### src/rtl/i2c_byte_master.sv
// I2C master byte engine on the local register bus: one CMD write runs an optional
// START, eight data bits plus ACK and an optional STOP, including SCL stretch handling.
module i2c_byte_master #(
   parameter int CLKDIV = 250
) (
   input  logic        Clk,
   input  logic        Reset,
   input  logic [2:0]  Addr,
   output logic [15:0] DataRd,
   input  logic [15:0] DataWr,
   input  logic        En,
   input  logic        Rd,
   input  logic        Wr,
   output logic        SdaOut,
   input  logic        SdaIn,
   output logic        SclOut,
   input  logic        SclIn
);
   typedef enum logic [1:0] {S_IDLE, S_START, S_BIT, S_STOP} state_t;

   localparam logic [15:0] LP_LAST = 16'(CLKDIV - 1);

   state_t      r_state;
   logic [1:0]  r_quarter;
   logic [15:0] r_cnt;
   logic [3:0]  r_bit;
   logic [7:0]  r_txByte;
   logic        r_doStop;
   logic        r_read;
   logic        r_ackOut;
   logic [7:0]  r_rxByte;
   logic        r_rxAck;
   logic        r_ovr;

   logic        w_busy;
   logic        w_cmdWr;
   logic        w_statWr;
   logic        w_launch;
   logic        w_stretch;
   logic        w_qEnd;
   logic        w_sample;
   logic [7:0]  w_txByte;
   logic        w_read;
   logic        w_ackOut;
   state_t      w_nxtState;
   logic [1:0]  w_nxtQuarter;
   logic [3:0]  w_nxtBit;
   logic        w_nxtScl;
   logic        w_nxtSda;
   logic        w_unused;

   assign w_busy    = (r_state != S_IDLE);
   assign w_cmdWr   = Wr & En & (Addr == 3'd0);
   assign w_statWr  = Wr & En & (Addr == 3'd1);
   assign w_launch  = w_cmdWr & ~w_busy;
   assign w_stretch = w_busy && (r_quarter == 2'd1) && !SclIn;
   assign w_qEnd    = w_busy && !w_stretch && (r_cnt == LP_LAST);
   assign w_sample  = (r_state == S_BIT) && (r_quarter == 2'd2) && (r_cnt == LP_LAST);
   assign w_unused  = &{1'b0, Rd, DataWr[15:12]};

   // On launch the first bit must come from the command being written, not the old latch
   assign w_txByte = w_launch ? DataWr[7:0] : r_txByte;
   assign w_read   = w_launch ? DataWr[10]  : r_read;
   assign w_ackOut = w_launch ? DataWr[11]  : r_ackOut;

   always_comb begin
      w_nxtState   = r_state;
      w_nxtQuarter = r_quarter;
      w_nxtBit     = r_bit;
      if (w_launch) begin
         w_nxtState   = DataWr[8] ? S_START : S_BIT;
         w_nxtQuarter = 2'd0;
         w_nxtBit     = 4'd0;
      end else if (w_qEnd) begin
         w_nxtQuarter = r_quarter + 2'd1;
         if (r_quarter == 2'd3) begin
            case (r_state)
               S_START: begin
                  w_nxtState = S_BIT;
                  w_nxtBit   = 4'd0;
               end
               S_BIT: begin
                  if (r_bit == 4'd8) begin
                     w_nxtState = r_doStop ? S_STOP : S_IDLE;
                  end else begin
                     w_nxtBit = r_bit + 4'd1;
                  end
               end
               S_STOP:  w_nxtState = S_IDLE;
               default: w_nxtState = S_IDLE;
            endcase
         end
      end
   end

   // Line levels for the quarter being entered; only applied on a quarter boundary
   always_comb begin
      w_nxtScl = SclOut;
      w_nxtSda = SdaOut;
      case (w_nxtState)
         S_START: begin
            case (w_nxtQuarter)
               2'd0:    w_nxtSda = 1'b0;
               2'd1:    w_nxtScl = 1'b0;
               2'd2:    w_nxtSda = 1'b1;
               default: w_nxtScl = 1'b1;
            endcase
         end
         S_BIT: begin
            case (w_nxtQuarter)
               2'd0: begin
                  w_nxtScl = 1'b1;
                  if (w_read) begin
                     w_nxtSda = (w_nxtBit == 4'd8) ? ~w_ackOut : 1'b0;
                  end else begin
                     w_nxtSda = (w_nxtBit == 4'd8) ? 1'b0 : ~w_txByte[~w_nxtBit[2:0]];
                  end
               end
               2'd1:    w_nxtScl = 1'b0;
               default: w_nxtScl = 1'b0;
            endcase
         end
         S_STOP: begin
            case (w_nxtQuarter)
               2'd0: begin
                  w_nxtScl = 1'b1;
                  w_nxtSda = 1'b1;
               end
               2'd1:    w_nxtScl = 1'b0;
               2'd2:    w_nxtSda = 1'b0;
               default: w_nxtSda = 1'b0;
            endcase
         end
         default: begin
            // A byte ending without STOP parks the bus with SCL held low
            if (r_state == S_BIT) begin
               w_nxtScl = 1'b1;
               w_nxtSda = 1'b0;
            end else begin
               w_nxtScl = 1'b0;
               w_nxtSda = 1'b0;
            end
         end
      endcase
   end

   always_ff @(posedge Clk) begin
      if (!Reset) begin
         r_state   <= S_IDLE;
         r_quarter <= 2'd0;
         r_cnt     <= 16'd0;
         r_bit     <= 4'd0;
         r_txByte  <= 8'h00;
         r_doStop  <= 1'b0;
         r_read    <= 1'b0;
         r_ackOut  <= 1'b0;
         r_rxByte  <= 8'h00;
         r_rxAck   <= 1'b0;
         r_ovr     <= 1'b0;
         SdaOut    <= 1'b0;
         SclOut    <= 1'b0;
      end else begin
         if (w_launch) begin
            r_txByte <= DataWr[7:0];
            r_doStop <= DataWr[9];
            r_read   <= DataWr[10];
            r_ackOut <= DataWr[11];
         end
         if (w_cmdWr && w_busy) begin
            r_ovr <= 1'b1;
         end else if (w_statWr && DataWr[2]) begin
            r_ovr <= 1'b0;
         end
         if (w_launch || w_qEnd) begin
            r_cnt     <= 16'd0;
            r_state   <= w_nxtState;
            r_quarter <= w_nxtQuarter;
            r_bit     <= w_nxtBit;
            SclOut    <= w_nxtScl;
            SdaOut    <= w_nxtSda;
         end else if (w_busy) begin
            r_cnt <= w_stretch ? 16'd0 : r_cnt + 16'd1;
         end
         if (w_sample) begin
            if (r_bit == 4'd8) begin
               r_rxAck <= SdaIn;
            end else begin
               r_rxByte <= {r_rxByte[6:0], SdaIn};
            end
         end
      end
   end

   always_comb begin
      DataRd = 16'h0000;
      case (Addr)
         3'd0:    DataRd = {8'h00, r_rxByte};
         3'd1:    DataRd = {r_rxByte, 5'b00000, r_ovr, r_rxAck, w_busy};
         default: DataRd = 16'h0000;
      endcase
   end
endmodule

### config.mk
export PLATFORM = sky130hd
export DESIGN_NAME = i2c_byte_master
export DESIGN_NICKNAME = d
export VERILOG_FILES = /design/src/rtl/i2c_byte_master.sv
export SDC_FILE = /design/constraint.sdc
export NUM_CORES = 1
export LEC_CHECK = 0
export CAP_MARGIN = 20
export CORE_MARGIN = 8
export CORE_UTILIZATION = 55
export DETAILED_ROUTE_END_ITERATION = 12
export GPL_ROUTABILITY_DRIVEN = 0
export PLACE_DENSITY = 0.93
export RECOVER_POWER = 25
export SYNTH_ARGS = -nofsm -noshare
export SYNTH_HDL_FRONTEND = slang
export SYNTH_SLANG_ARGS = --single-unit
### constraint.sdc
create_clock -name Clk -period 6.1 [get_ports Clk]
set_clock_uncertainty 0.2 [all_clocks]
set_input_delay 0.915 -clock Clk [delete_from_list [all_inputs] [get_ports Clk]]
set_output_delay 0.915 -clock Clk [all_outputs]
set_load 0.02 [all_outputs]
registers.png
Other sequential cells in the stronger grey, the rest of the logic in the fainter grey.
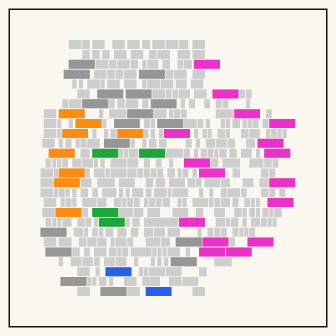
legend:
  `r_txByte`:
    colour: orange
    placed_flops: 8
    where: middle left
  `r_quarter`:
    colour: blue
    placed_flops: 2
  `r_cnt`:
    colour: magenta
    placed_flops: 16
  `r_bit`:
    colour: green
    placed_flops: 4
Flop area: 941 um2
Seq group: 309 uW
sequential share of cell area: 0.288
Final Util: 0.656

met3.png
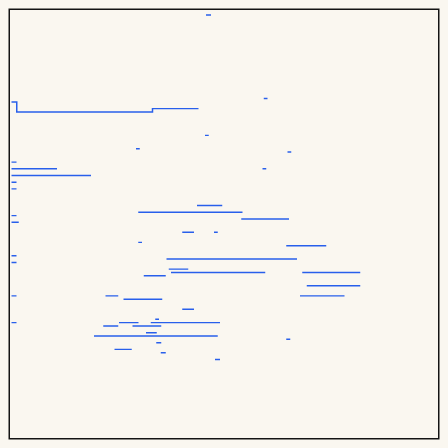
main direction: horizontal
longest straight run: 27.6 um
WL final: 6.58 mm
via count: 2,653
grt met3 use: 0.0358

==> qor.csv <==
stage,metric,value,unit
status,status,finished with violations,
status,violations,"capacitance limit, slew limit",
cells_and_area,n_all_buffers,39,
final_timing,fmax,228,MHz
synthesis,postSynthAreaPerCell,7.84,um2
final_timing,relSlewSlack,-0.0351,
clock_tree,cts_hold_buf,0,
clock_tree,ctsHtreeMaxLevel,2,
synthesis,ys_sh_mux,0.0600,
worst_setup_path,crit_arrival,3270,ps
pwr,powerClk,199,uW
final_timing,report.final.slew_viol_count,10,
final_timing,min_period_over_period,0.720,
synthesis,synth_top_area_share,0.339,
cells_and_area,seq_cells,47,
cells_and_area,largest_register_ffs,16,
min_path,holdPathStages,2,
detailed_routing,ant_nets,0,
final_timing,period_minus_slack,4390,ps
job,max_cap_viol_count,1,
synthesis,ys_area,0.00278,mm2
synthesis,synth_top_cell_by_count,dfxtp_1,
cells_and_area,buf_share,0.118,
cells_and_area,comb_cells,282,
synthesis,synth-edff-count,0,
cells_and_area,clkCellAreaFrac,0.0287,
worst_setup_path,regToRegSetupSlack,2040,ps
detailed_routing,wl_met1,2.80,mm
pins.png
Pins as bars across the die edge, other pins in grey.
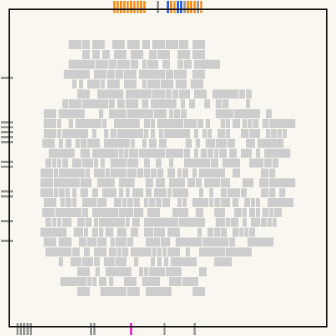
legend:
  `Addr`:
    colour: blue
    pins: 3
    direction: input
    edge: top
  `SclOut`:
    colour: magenta
    pins: 1
    direction: output
    edge: bottom
  `DataRd`:
    colour: orange
    pins: 16
    direction: output
    edge: top
all pins by edge: 22 top, 12 left, 10 bottom
DIE WIDTH: 87.0 um
IO Port Bufs: 38

metal_stack.png
Only two layers are drawn.
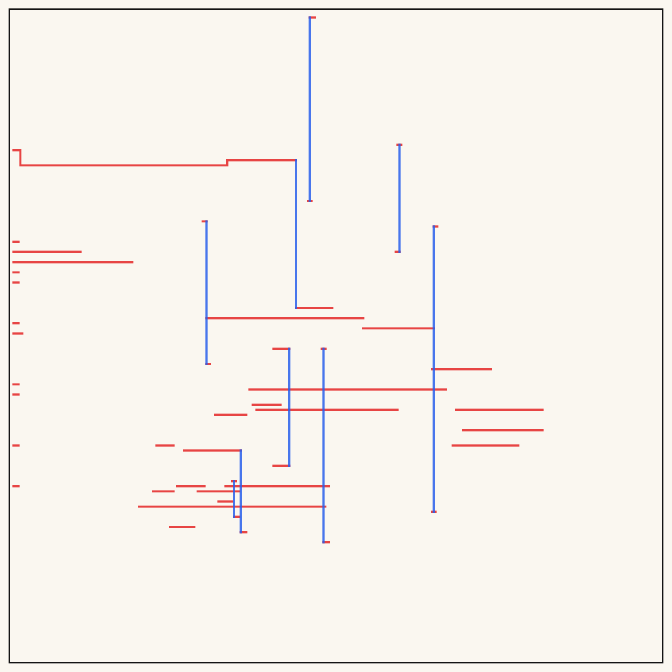
legend:
  met3:
    colour: red
    wire_length: 273 um
  met4:
    colour: blue
    wire_length: 173 um

Power figures rest on the tool's default switching activity, not on a simulated workload.
